`src/rtl/pid_term_sequencer.sv`:
```
// Sequences one shared repeated-add multiplier over the P, I and D terms of a PID update.
// Optional build macro INTEGRATOR_SAT_EN: the integral sum saturates at 63 instead of wrapping.
module pid_term_sequencer (
    input  logic       clk,
    input  logic       rst_n,
    input  logic       ena,
    input  logic       start,
    input  logic [5:0] e,
    input  logic [5:0] K_p,
    input  logic [5:0] K_i,
    input  logic [5:0] K_d,
    output logic       busy,
    output logic       valid,
    output logic [5:0] u,
    output logic       sat
);

    localparam int unsigned W  = 6;
    localparam int unsigned AW = 14;

    localparam logic [2:0] S_IDLE  = 3'd0;
    localparam logic [2:0] S_LOAD  = 3'd1;
    localparam logic [2:0] S_MUL_P = 3'd2;
    localparam logic [2:0] S_MUL_I = 3'd3;
    localparam logic [2:0] S_MUL_D = 3'd4;
    localparam logic [2:0] S_DONE  = 3'd5;

    logic [2:0]    state_q,  state_d;
    logic [W-1:0]  e_sum_q,  e_sum_d;
    logic [W-1:0]  e_prev_q, e_prev_d;
    logic [W-1:0]  op_p_q,   op_p_d;
    logic [W-1:0]  op_i_q,   op_i_d;
    logic [W-1:0]  op_d_q,   op_d_d;
    logic [W-1:0]  ki_q,     ki_d;
    logic [W-1:0]  kd_q,     kd_d;
    logic [W-1:0]  cnt_q,    cnt_d;
    logic [AW-1:0] acc_q,    acc_d;
    logic          busy_q,   busy_d;
    logic          valid_q,  valid_d;
    logic [W-1:0]  u_q,      u_d;
    logic          sat_q,    sat_d;

    logic [W-1:0]  esum_new;
    logic [W-1:0]  op_sel;
    logic [AW-1:0] acc_fin;
    logic          cnt_last;

`ifdef INTEGRATOR_SAT_EN
    logic [W:0] esum_wide;
    always_comb begin
        esum_wide = {1'b0, e_sum_q} + {1'b0, e};
        esum_new  = esum_wide[W] ? {W{1'b1}} : esum_wide[W-1:0];
    end
`else
    always_comb begin
        esum_new = W'(e_sum_q + e);
    end
`endif

    // Datapath helpers: operand for the active term and accumulator after this cycle's add.
    always_comb begin
        case (state_q)
            S_MUL_P: op_sel = op_p_q;
            S_MUL_I: op_sel = op_i_q;
            default: op_sel = op_d_q;
        endcase
        acc_fin  = (cnt_q != '0) ? acc_q + AW'(op_sel) : acc_q;
        cnt_last = (cnt_q <= W'(1));
    end

    always_comb begin
        state_d  = state_q;
        e_sum_d  = e_sum_q;
        e_prev_d = e_prev_q;
        op_p_d   = op_p_q;
        op_i_d   = op_i_q;
        op_d_d   = op_d_q;
        ki_d     = ki_q;
        kd_d     = kd_q;
        cnt_d    = cnt_q;
        acc_d    = acc_q;
        busy_d   = busy_q;
        valid_d  = valid_q;
        u_d      = u_q;
        sat_d    = sat_q;

        case (state_q)
            S_IDLE: begin
                if (start) begin
                    state_d = S_LOAD;
                    busy_d  = 1'b1;
                end
            end
            S_LOAD: begin
                e_sum_d  = esum_new;
                op_p_d   = e;
                op_i_d   = esum_new;
                op_d_d   = (e > e_prev_q) ? W'(e - e_prev_q) : '0;
                e_prev_d = e;
                acc_d    = '0;
                cnt_d    = K_p;
                ki_d     = K_i;
                kd_d     = K_d;
                state_d  = S_MUL_P;
            end
            S_MUL_P, S_MUL_I, S_MUL_D: begin
                acc_d = acc_fin;
                cnt_d = (cnt_q != '0) ? W'(cnt_q - W'(1)) : cnt_q;
                // A zero gain still spends one cycle here, adding nothing.
                if (cnt_last) begin
                    if (state_q == S_MUL_P) begin
                        state_d = S_MUL_I;
                        cnt_d   = ki_q;
                    end else if (state_q == S_MUL_I) begin
                        state_d = S_MUL_D;
                        cnt_d   = kd_q;
                    end else begin
                        state_d = S_DONE;
                        cnt_d   = '0;
                        valid_d = 1'b1;
                        sat_d   = (acc_fin > AW'(63));
                        u_d     = (acc_fin > AW'(63)) ? {W{1'b1}} : acc_fin[W-1:0];
                    end
                end
            end
            S_DONE: begin
                state_d = S_IDLE;
                valid_d = 1'b0;
                busy_d  = 1'b0;
            end
            default: begin
                state_d = S_IDLE;
                busy_d  = 1'b0;
                valid_d = 1'b0;
            end
        endcase
    end

    // Synchronous reset wins over the clock enable.
    always_ff @(posedge clk) begin
        if (!rst_n) begin
            state_q  <= S_IDLE;
            e_sum_q  <= '0;
            e_prev_q <= '0;
            op_p_q   <= '0;
            op_i_q   <= '0;
            op_d_q   <= '0;
            ki_q     <= '0;
            kd_q     <= '0;
            cnt_q    <= '0;
            acc_q    <= '0;
            busy_q   <= 1'b0;
            valid_q  <= 1'b0;
            u_q      <= '0;
            sat_q    <= 1'b0;
        end else if (ena) begin
            state_q  <= state_d;
            e_sum_q  <= e_sum_d;
            e_prev_q <= e_prev_d;
            op_p_q   <= op_p_d;
            op_i_q   <= op_i_d;
            op_d_q   <= op_d_d;
            ki_q     <= ki_d;
            kd_q     <= kd_d;
            cnt_q    <= cnt_d;
            acc_q    <= acc_d;
            busy_q   <= busy_d;
            valid_q  <= valid_d;
            u_q      <= u_d;
            sat_q    <= sat_d;
        end
    end

    assign busy  = busy_q;
    assign valid = valid_q;
    assign u     = u_q;
    assign sat   = sat_q;

endmodule

```
`config.mk`:
```
export PLATFORM = sky130hd
export DESIGN_NAME = pid_term_sequencer
export DESIGN_NICKNAME = d
export VERILOG_FILES = /design/src/rtl/pid_term_sequencer.sv
export SDC_FILE = /design/constraint.sdc
export NUM_CORES = 1
export LEC_CHECK = 0
export CORE_ASPECT_RATIO = 0.9
export CORE_UTILIZATION = 60
export DETAILED_ROUTE_END_ITERATION = 8
export GPL_TIMING_DRIVEN = 0
export PLACE_DENSITY = 0.83
export SLEW_MARGIN = 20
export SYNTH_ARGS = -nofsm -noshare
export SYNTH_HDL_FRONTEND = slang
export SYNTH_SLANG_ARGS = --single-unit
```
`constraint.sdc`:
```
create_clock -name clk -period 9.8 [get_ports clk]
set_input_delay 2.94 -clock clk [delete_from_list [all_inputs] [get_ports clk]]
set_output_delay 2.94 -clock clk [all_outputs]
set_load 0.005 [all_outputs]
```
**Run 1: signal wires on met4**

Supply wires on this layer in grey.
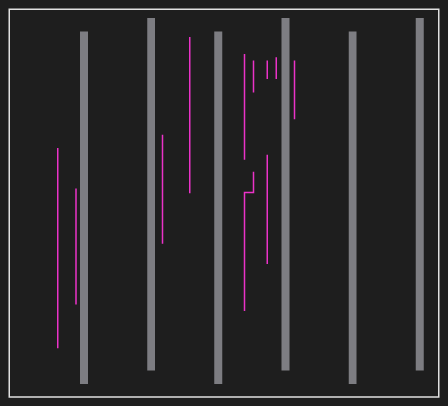
The layer carries 214 um of wire. The layer holds 2.2% of the routed length. The wires run mostly vertical. 10 nets have wire on it. The longest straight run is 40.1 um.

**Run 1: clock distribution**

Scale bar: 20 um.
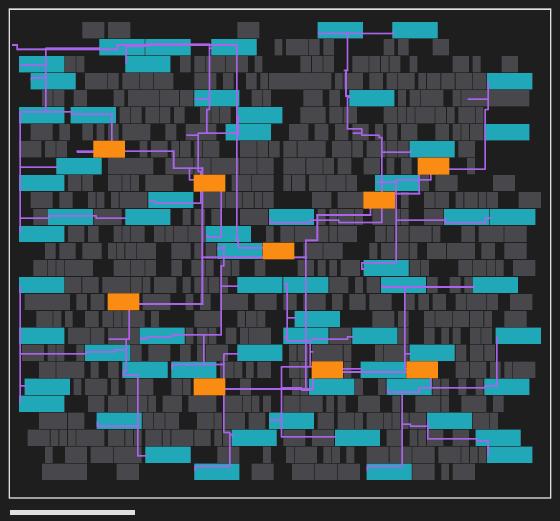
Key: clock drivers = orange [count 9]; flip-flops = cyan [count 62]; clock wires = purple [length 892 um]
Position of the flops: spread over the die. There are 10 routed clock nets.
Clock Skews: 0.00776 ns
total clock network power: 241 uW
Clk Latency, worst-skew pair: 0.35 ns
clock share of power: 40.0%

==> COMMIT_EDITMSG, run 1 <==
Record implementation results from latest flow run

* Run status: complete, no violations
- Slowest CP cell: sky130_fd_sc_hd__nor4_2
* Buffer-and-inverter tally for the worst setup path: 3
- Number of flip-flops in the largest register: 14
* Power dissipated by switching net loads: 166 uW
- The synthesis report lists the Yosys warning total as 0.
* Worst Setup End Kind: flop
- Power comes to 602 uW.
- In the Yosys report the total cell count is 482.
- In this run, synthesis produced a sequential element count of 62.
* Arrival time of data at the critical path endpoint: 5.40 ns
- The clock drives 62 sinks.
- For this run, the share of the core covered by cells in the final layout is 73.5%.
* Overall die height: 78.0 um
* Proportion of cell area occupied by registers: 27.4%
- Post-Route Hold Slack: 0.464 ns
- After Yosys synthesis, full adders, half adders and majority gates account for 7.72% of the synthesized area.
* Final global-route overflow total: 0
* Count of distinct cell types in the synthesized netlist: 66
* Flop-to-flop setup slack: 5.77 ns
- Number of gates given a new drive strength after cts: 0
- Final sum of negative setup slack: 0 ns
- The number of global-route vias before repair is 3660.
- Clock transition at the register clock pins on the worst setup and hold paths after CTS: 0.07 ns
* Net count entering floorplan: 532
* Top achievable clock speed: 0.193 GHz
- For the finished layout, the period the worst path requires is 5.19 ns.
- Setup WS pre-CTS: 4.26 ns
- Number of antenna violations at the first check in global routing: 0
- Non-clock buffering takes up 10.6% of total cell area after layout.
* Total number of multi-input combinational cells: 365
- Compound-cell area share of the yosys netlist: 25.5%
- The clock passes through at most 2 buffers.
- Area fraction in mux cells: 4.77%
* Final weighted congestion in routability-driven placement: 0.881
- IO buf count: 35
* Cell family with most CP delay: buffers and inverters
- The synthesized netlist handed to floorplanning was reported with a cell count of 482.
- Kind of critical path: input port to flop
* Global-route wire length before repair: 16800 um
* Setup fix buffers added after clock tree synthesis: 0
- Looking at area per cell type in the netlist, the leader is sky130_fd_sc_hd__dfxtp_1.
* Average vias per placed instance: 6.02
- Total of max-cap violations: 0
- Power in combinational cells: 98.3 uW
- Worst slew slack as a fraction of its limit: 39.2%
- Starting density of the core: 62.7%
* MI comb area: 0.00239 sq mm
- The final route contains 3727 vias.
- Leading cell types by count after synthesis: 72 x sky130_fd_sc_hd__nand2_1, 62 x sky130_fd_sc_hd__dfxtp_1, 41 x sky130_fd_sc_hd__o21ai_0
- Per the CTS log, the root buffer master is sky130_fd_sc_hd__clkbuf_8.
- Non-filler cells in the finished layout: 619
- The worst hold path belongs to the class flop to flop.
* Cell with the most instances after synthesis: sky130_fd_sc_hd__nand2_1
- Measured along the x axis, the die boundary spans 86.5 um.
* Worst EP required: 10.01 ns
* Final number of hold-violating endpoints: 0
- Per the synthesis report, the XOR/XNOR share of the synthesized area is 2.73%.
- By area the synthesized netlist is led by sky130_fd_sc_hd__dfxtp_1 32%, sky130_fd_sc_hd__nand2_1 7.0%, sky130_fd_sc_hd__ha_1 6.2%.
- In the placement report, post-DP HPWL is listed as 7060 um.
- Looking at the critical path, the highest net fanout was 10.
- Summing the areas of all and, or, nand and nor instances in the mapped netlist gives 21.4% of the synthesized area.
- GRT Resource Usage Total: 31.9%
* DR WL/cell: 16.0 um
- Across the whole layout, multi-input logic makes up 52.9% of the cell area.
- Power group with the largest share: sequential cells
- The largest single stage delay on the critical path is 0.71 ns.
- Final net count: 578
* CTS HTree Levels: 3
* Setup repair after global routing missed its margin: false
* Standby leakage power: 0.00167 uW
- The class occupying the most area after layout is reported as logic gates.
* Final period utilization: 53.0%
* WL final: 9880 um
- P_seq: 263 uW
- Number of buffers created by CTS: 9
- Async set-reset flop share out of synthesis: 0%
- Drt first-iter violations: 299
- Counting flops with a built-in enable in the synthesized netlist gives 0.
- Sequential Power Share: 43.7%
* Tool warnings: 27
- Row generation in the floorplan step produced 27 rows.
- The average instance in the mapped netlist occupies 8.00 sq um.
- For this design, the CTS-stage hold fixing added 0 buffers.
* Number of DRC violations after detailed routing: 0
* Power per cell area: 133 mW/mm^2
- Entering global routing, the biggest net connects 11 pins.
- 37 I/O pins were placed.
- Cell Chain, Critical Path: clkdlybuf4s50_1 -> clkbuf_1 -> nand2_1 -> nor4_2 -> inv_1 -> a2111oi_4 -> a21oi_1
- The most common logic cells in the final layout are 72 x sky130_fd_sc_hd__nand2_1, 62 x sky130_fd_sc_hd__dfxtp_1, 41 x sky130_fd_sc_hd__o21ai_0.
* Prevailing logic family in the synthesized netlist: AND-OR/OR-AND gates
- In the final layout, the fill cell count is 510.
* Dominant cell area share: 32.2%
- Area enclosed by the die boundary: 0.00675 sq mm
- Counting pins that exceed their max-slew limit in the final report gives 0.
- Leaving out fill and tap cells, the most frequent cell in the layout is sky130_fd_sc_hd__nand2_1.
- acc_q holds more flip-flops than any other register.
- Once placement finished, the instance area stood at 0.00431 sq mm.
* Crit path launch type: input port
* DR pass1 iterations: 5
- Storage cell area: 0.00124 sq mm
* Ant diodes: 0
- The layout has 24 inverters outside the clock class.
* Fraction of layout cells with a size suffix above 1: 7.14%
- The clock network takes up 4.59% of total cell area after layout.
* Worst voltage drop across the vdd grid: 87.9 uV
- Sequential elements use 32.2% of the synthesized area.
- The most used flip-flop cell after synthesis is sky130_fd_sc_hd__dfxtp_1.
- Transition time at the pin with the least slew margin: 0.905 ns
- Including well taps, the total number of placed cells is 604.
**Run 1: sequential cells coloured by netlist name**

Other sequential cells in the stronger grey, the rest of the logic in the fainter grey.
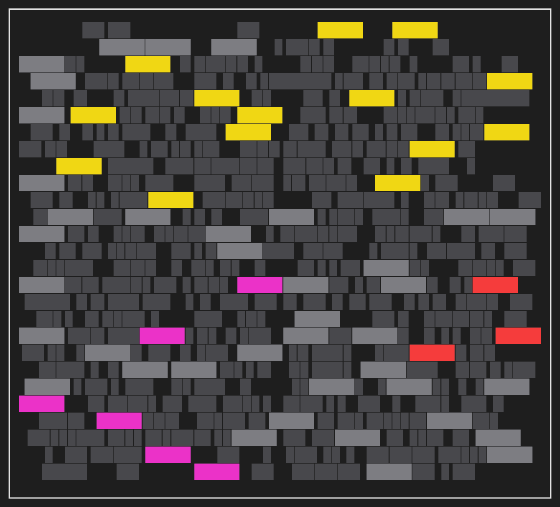
Key: op_i_q = magenta [sequential cells 6]; state_q = red [sequential cells 3]; acc_q = yellow [sequential cells 14]
Another 39 sequential cells are not coloured.

**Run 1: drive-strength map**

Scale bar: 20 um.
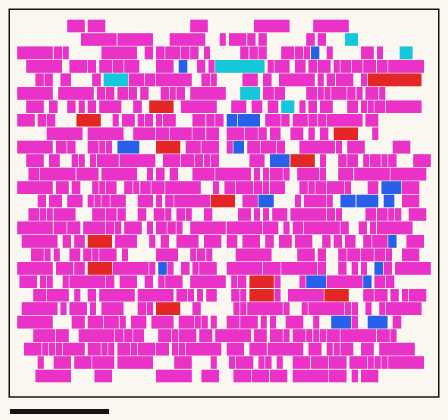
Key: _2 cells = blue [cells 19]; _3 and _4 cells = cyan [cells 6]; _0 and _1 cells = magenta [cells 494]; _6 and larger = red [cells 13]
count of plain and timing-repair buffers: 66
setup ws final: 4.61 ns
Area Growth Syn to Fin: 17.3%
Post-Layout Inst Area: 0.00452 sq mm

-- run 1: worst register-to-register path: cells and delay by family (launching register included) --
kind / cells / cell delay (ns)
DFF: 1 / 0.41
and+or+nand+nor: 1 / 0.16
buffers and inverters: 3 / 0.90
muxes: 2 / 0.43
adders and majority gates: 2 / 0.67
AOI/OAI and AO/OA: 5 / 1.32
-- run 1: per-layer routing --
metal / wire length, um / global-route usage (%)
met1: 4350 / 39.8
met2: 4710 / 54.6
met3: 598 / 6.62
met4: 214 / 10.8
met5: 0 / 0
-- run 1: worst paths after layout --
path / startpoint / endpoint / cells after the start
worst max register to register: state_q[0] / u[0] / 13
worst max-delay path: ena / u[0] / 7
worst min register to register: op_d_q[5] / op_d_q[5] / 2
worst min-delay path: op_d_q[5] / op_d_q[5] / 2
## Run 2: what changed since run 1
Settings changed: CORE_UTILIZATION 60 to 58, PLACE_DENSITY 0.83 to 0.81.
Clock period 9.8 ns to 4.9 ns, I/O delays scaled along.
**Run 2: sequential cells coloured by netlist name**

Other sequential cells in the stronger grey, the rest of the logic in the fainter grey.
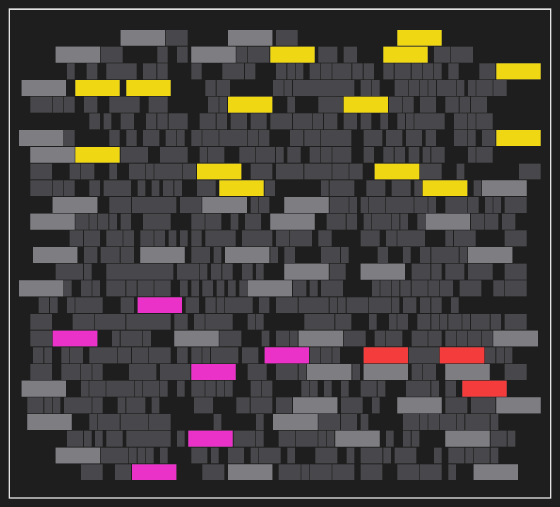
Key: acc_q = yellow [sequential cells 14]; op_i_q = magenta [sequential cells 6]; state_q = red [sequential cells 3]
P_seq: 526 uW
Util after Layout: 72.1%

==> COMMIT_EDITMSG, run 2 <==
Record implementation results from latest flow run

* Final number of hold-violating endpoints: 0
- Hold-fix buffer count after cts: 0
- Overall die height: 79.3 um
* Cell Chain, Critical Path: buf_2 -> buf_1 -> mux2i_1 -> o21ai_0 -> ha_1 -> inv_1 -> fa_1 -> nor2b_4 -> o31a_1 -> o211ai_2 -> mux2i_1 -> a2111oi_4 -> a21oi_1
- For reference, the top cells by count after synthesis are 72 x sky130_fd_sc_hd__nand2_1, 62 x sky130_fd_sc_hd__dfxtp_1, 41 x sky130_fd_sc_hd__o21ai_0.
- Detailed-route iteration 0 reported a violation count of 236.
* Setup ws final: 0.870 ns
- Worst EP required: 5.11 ns
- For the worst min-delay path, the startpoint reported by OpenROAD is op_d_q[5].
- For reference, XOR and XNOR gates occupy 2.73% of the area reported after synthesis.
- Entering global routing, the biggest net connects 11 pins.
- CP Max Fanout: 10
- Worst slew slack as a fraction of its limit: 45.6%
- The library cell used most frequently in the layout, excluding fill and tap cells, is sky130_fd_sc_hd__nand2_1.
* Clock Root Buffer: sky130_fd_sc_hd__clkbuf_8
* Async set-reset flop share out of synthesis: 0%
- Top achievable clock speed: 0.248 GHz
- Cell with the most instances after synthesis: sky130_fd_sc_hd__nand2_1
- Clock share of power: 38.4%
* Total Power: 1170 uW
* Commonest register cell after synthesis: sky130_fd_sc_hd__dfxtp_1
- Critical path capture point: u[1]
* Average vias per placed instance: 6.01
- The critical path's slowest stage uses the library cell sky130_fd_sc_hd__a2111oi_4.
- Transition time at the pin with the least slew margin: 0.809 ns
- Number of synthesized flops with an enable pin: 0
- The worst register-to-register path ends at u[1].
- Post-Route Hold Slack: 0.453 ns
- In the log, the iteration count for the first detailed-route pass is 6.
* WL final: 9700 um
* Crit path launch type: flop
* Largest area contributor in the netlist: sky130_fd_sc_hd__dfxtp_1
- Compound-cell area share of the yosys netlist: 25.5%
- Final weighted congestion in routability-driven placement: 0.971
- Die span in x: 87.9 um
* Number of antenna violations at the first check in global routing: 0
- The share of total power dissipated in sequential elements is 44.8%.
- Final global-route overflow total: 0
* Number of flip-flops in the largest register: 14
* Most used cells in the layout excluding fill and tap cells: 72 x sky130_fd_sc_hd__nand2_1, 62 x sky130_fd_sc_hd__dfxtp_1, 41 x sky130_fd_sc_hd__o21ai_0
- The clock tree has to reach 62 sinks.
* Register containing the most flip-flops in the final layout: acc_q
- Prevailing logic family in the synthesized netlist: AND-OR/OR-AND gates
- Start of the worst register-to-register path: state_q[0]
- Kind of critical path: flop to flop
- Global-route wire length before repair: 15800 um
- Post-placement cell area: 0.00431 sq mm
- Main area contributors: sky130_fd_sc_hd__dfxtp_1 32%, sky130_fd_sc_hd__nand2_1 7.0%, sky130_fd_sc_hd__ha_1 6.2%
- After floorplanning, the die was sized to cover 0.00698 sq mm.
- Yosys simple share: 21.4%
- Run status: complete, no violations
* Worst Hold Class: flop to flop
- Top-Level Pins: 37
- Number of gates given a new drive strength after cts: 0
- Setup repair after global routing left no endpoint under its margin.
* FF+latch count, synth: 62
- Standby leakage power: 0.00166 uW
- Count of distinct cell types in the synthesized netlist: 66
- Summed over all nets, the switching power comes to 330 uW.
- Counting tap cells, the placed design contains a total of 604 instances.
- Overall routing resource usage recorded by global route was 29.8%.
* Number of DRC violations after detailed routing: 0
- Worst voltage drop across the vdd grid: 172 uV
* Delay of the slowest critical-path stage: 0.56 ns
* Share of the yosys chip area belonging to registers: 32.2%
* Endpoint with the worst hold slack: op_d_q[5]
-- run 2: cell types whose count changed in the layout (fill, tap and decap cells not counted), sizes merged --
cell,delta
clkbuf,-1
clkinv,+1
-- run 2: final cells by class --
| class | instances | area (sq um) |
|---|---|---|
| Multi-Input combinational cell | 365 | 2390 |
| Tap cell | 87 | 109 |
| Clock inverter | 4 | 47.5 |
| Timing Repair Buffer | 35 | 350 |
| Fill cell | 494 | 1750 |
| Inverter | 24 | 90.1 |
| Sequential cell | 62 | 1240 |
| Clock buffer | 11 | 141 |
| Buffer | 31 | 130 |
-- run 2: metal layers --
metal  vias up  part of all wire (%)  global-route usage, %
li1       1805                     -                      -
met1      1755                    45                   38.8
met2       133                    46                   47.5
met3        27                   6.5                   5.93
met4         0                   2.7                   13.1
met5         -                     0                      0
## Run 3: what changed since run 2
Clock period 4.9 ns to 3.9 ns, I/O delays scaled along.
**Run 3: drive-strength map**

Scale bar: 20 um.
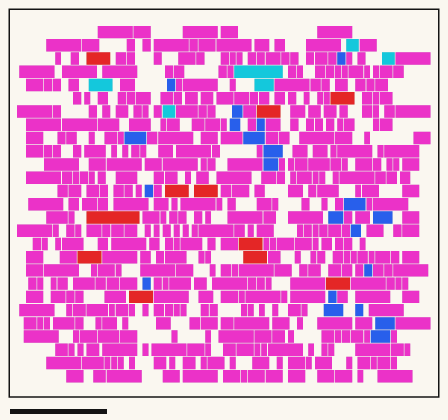
Key: _0 and _1 cells = magenta [cells 493]; _2 cells = blue [cells 21]; _3 and _4 cells = cyan [cells 6]; _6 and larger = red [cells 11]
count of plain and timing-repair buffers: 65
setup ws final: 0.272 ns
Area Growth Syn to Fin: 16.7%

==> COMMIT_EDITMSG, run 3 <==
Record implementation results from latest flow run

* Cell family with most CP delay: AND-OR/OR-AND gates
* Drt first-iter violations: 243
* Die span in x: 87.9 um
- IO buf count: 35
- Number of antenna violations at the first check in global routing: 0
* Endpoint with the worst hold slack: op_d_q[5]
* Power dissipated by switching net loads: 410 uW
- In this design, the stage delay of the slowest critical-path cell is 0.56 ns.
* Setup WS pre-CTS: -0.0432 ns
- After the last flow step, the layout net total stands at 577.
- Largest area contributor in the netlist: sky130_fd_sc_hd__dfxtp_1
- The placement stage leaves a total instance area of 0.00431 sq mm.
- Slowest CP cell: sky130_fd_sc_hd__a2111oi_4
- Summing all multiplexer cells gives an area fraction of 4.77%.
- The chip occupies 0.00698 sq mm.
* Yosys simple share: 21.4%
- The report lists the number of standard-cell rows as 27.
- The routed design has 9690 um of wire.
* Number of synthesized flops with an enable pin: 0
* Leading cell types by count after synthesis: 72 x sky130_fd_sc_hd__nand2_1, 62 x sky130_fd_sc_hd__dfxtp_1, 41 x sky130_fd_sc_hd__o21ai_0
- Counting along the longest clock path gives a buffer depth of 2.
* Final global-route overflow total: 0
* Clock share of power: 38.2%
* Top-Level Pins: 37
* Power group with the largest share: sequential cells
- Post-Layout Inst Area: 0.00450 sq mm
* Commonest register cell after synthesis: sky130_fd_sc_hd__dfxtp_1
- Total global-route track usage over all layers is 29.8%.
* Internal power consumption: 1060 uW
* Dominant cell area share: 32.2%
- Max-slew violations: 0
* Reg-to-reg endpoint: u[1]
- Mean instance size in the synthesized netlist: 8.00 sq um
* Setup repair after global routing missed its margin: false
- Fraction of layout cells with a size suffix above 1: 7.16%
* Total clock network power: 562 uW
- Counting buffers and inverters, the worst setup path is 14 cells deep.
- Clock tree synthesis found a total of 62 sinks.
- After Yosys synthesis, AND-OR and OR-AND compound gates account for 25.5% of the synthesized area.
- Xor and xnor fraction of the mapped netlist area: 2.73%
- Most used cells in the layout excluding fill and tap cells: 72 x sky130_fd_sc_hd__nand2_1, 62 x sky130_fd_sc_hd__dfxtp_1, 41 x sky130_fd_sc_hd__o21ai_0
- Standby leakage power: 0.00166 uW
- Commonest Layout Cell: sky130_fd_sc_hd__nand2_1
- The detailed placer reported the number of placed instances as 604.
- Clk Latency, worst-skew pair: 0.35 ns
* Final weighted congestion in routability-driven placement: 0.971
- Data arrives at the worst endpoint at 3.84 ns.
- In this build the clock could be raised as far as 0.276 GHz.
- Counting cells, the worst reg-to-reg path comes to 14.
* Count of distinct cell types in the synthesized netlist: 66
- Fraction of the mapped netlist area in adder cells: 7.72%
- The analysis reports a worst IR drop on VDD of 217 uV.
* Cell Chain, Critical Path: buf_2 -> nand2b_1 -> clkbuf_2 -> nand2_1 -> o21ai_0 -> ha_1 -> inv_1 -> fa_1 -> nor2b_4 -> o31a_1 -> o211ai_2 -> mux2i_1 -> a2111oi_4 -> a21oi_1
* Transition time at the pin with the least slew margin: 0.831 ns
* Shortest period the worst path allows: 3.63 ns
* Placed wire-length estimate after detailed placement: 7060 um
- Start of the worst register-to-register path: state_q[2]
* Timing startpoint of the critical path: state_q[2]
- STA classifies the critical path endpoint as a flop.
* Share of the yosys chip area belonging to registers: 32.2%
- At the floorplan stage, the core utilization is reported as 61.7%.
* Power per cell area: 327 mW/mm^2
* Worst Hold Class: flop to flop
* Critical path capture point: u[1]
- The run finished with clean final reports.
- Counting endpoints that fail hold in the final report gives 0.
* DR pass1 iterations: 6
- Hold timing on the final database bottoms out at a slack of 0.454 ns.
* Number of gates given a new drive strength after cts: 0
* Tool warnings: 27
- The final timing report lists clock skew as 0.0108 ns.
* Total of max-cap violations: 0
- The data required time reported for the critical path is 4.11 ns.
- The register with the most flip-flops in the layout has 14 of them.
- Final period utilization: 93.0%
- Main area contributors: sky130_fd_sc_hd__dfxtp_1 32%, sky130_fd_sc_hd__nand2_1 7.0%, sky130_fd_sc_hd__ha_1 6.2%
- Net count entering floorplan: 532
- Once the clock tree was built, the setup fixing pass inserted 0 buffers.
- Combinational cells consume a total of 246 uW.
- Buffer-and-inverter tally for the worst setup path: 3
- The first global-routing pass estimated 15800 um of wire.
- DR WL/cell: 15.7 um
* Async set-reset flop share out of synthesis: 0%
* Fill cell count: 494
* Util after Layout: 72.0%
- Looking at the power breakdown, sequential logic takes 45.0% of the total.
- Ant diodes: 0
* P_seq: 661 uW
- Number of cell instances after yosys synthesis: 482
* Register containing the most flip-flops in the final layout: acc_q
- The final layout reports a setup TNS of 0 ns.
- The tree is rooted in a sky130_fd_sc_hd__clkbuf_8.
* Average vias per placed instance: 6.01
* CP Max Fanout: 10
- Synthesis handed over a netlist of 482 instances.
- Post-route antenna net violation count: 0
- On the worst setup and hold paths after CTS, the clock-pin slew comes to 0.07 ns.
* Cell with the most instances after synthesis: sky130_fd_sc_hd__nand2_1
- The Yosys step of the flow raised 0 warnings.
- CTS HTree Levels: 3
* Launch point of the worst hold path: op_d_q[5]
- Number of DRC violations after detailed routing: 0
- Largest net degree at the start of global routing: 20
* Via count of the first global-routing pass: 3333
- Yosys reported a register bit count of 62.
- Flop-to-flop setup slack: 0.27 ns
* Non-filler cells in the finished layout: 618
* Prevailing logic family in the synthesized netlist: AND-OR/OR-AND gates
- The die is 79.3 um tall.
* Hold-fix buffer count after cts: 0
* Vias post-DR: 3716
* Total Power: 1470 uW
- The worst hold path was traced through 2 stages.
- Per the TritonCTS log, the buffer count is 9.
[run 3: netlist changes by cell type in the layout (fill, tap and decap cells not counted), sizes merged]
cell and delta:
buf -1
[run 3: layer usage]
metal	vias up	track usage, %	part of all wire, %
li1	1805	-	-
met1	1727	38.8	44
met2	152	47.6	45
met3	32	5.93	7.6
met4	0	12.8	2.9
met5	-	0	0
[run 3: layout make-up]
| class | count | area (sq um) | share of cell area [%] |
|---|---|---|---|
| Tap cell | 87 | 109 | 2.42 |
| Clock buffer | 11 | 141 | 3.14 |
| Multi-Input combinational cell | 365 | 2390 | 53.2 |
| Timing Repair Buffer | 35 | 350 | 7.78 |
| Buffer | 30 | 128 | 2.84 |
| Inverter | 24 | 90.1 | 2.00 |
| Clock inverter | 4 | 47.5 | 1.06 |
| Sequential cell | 62 | 1240 | 27.6 |
Power and IR drop assume default switching activity.
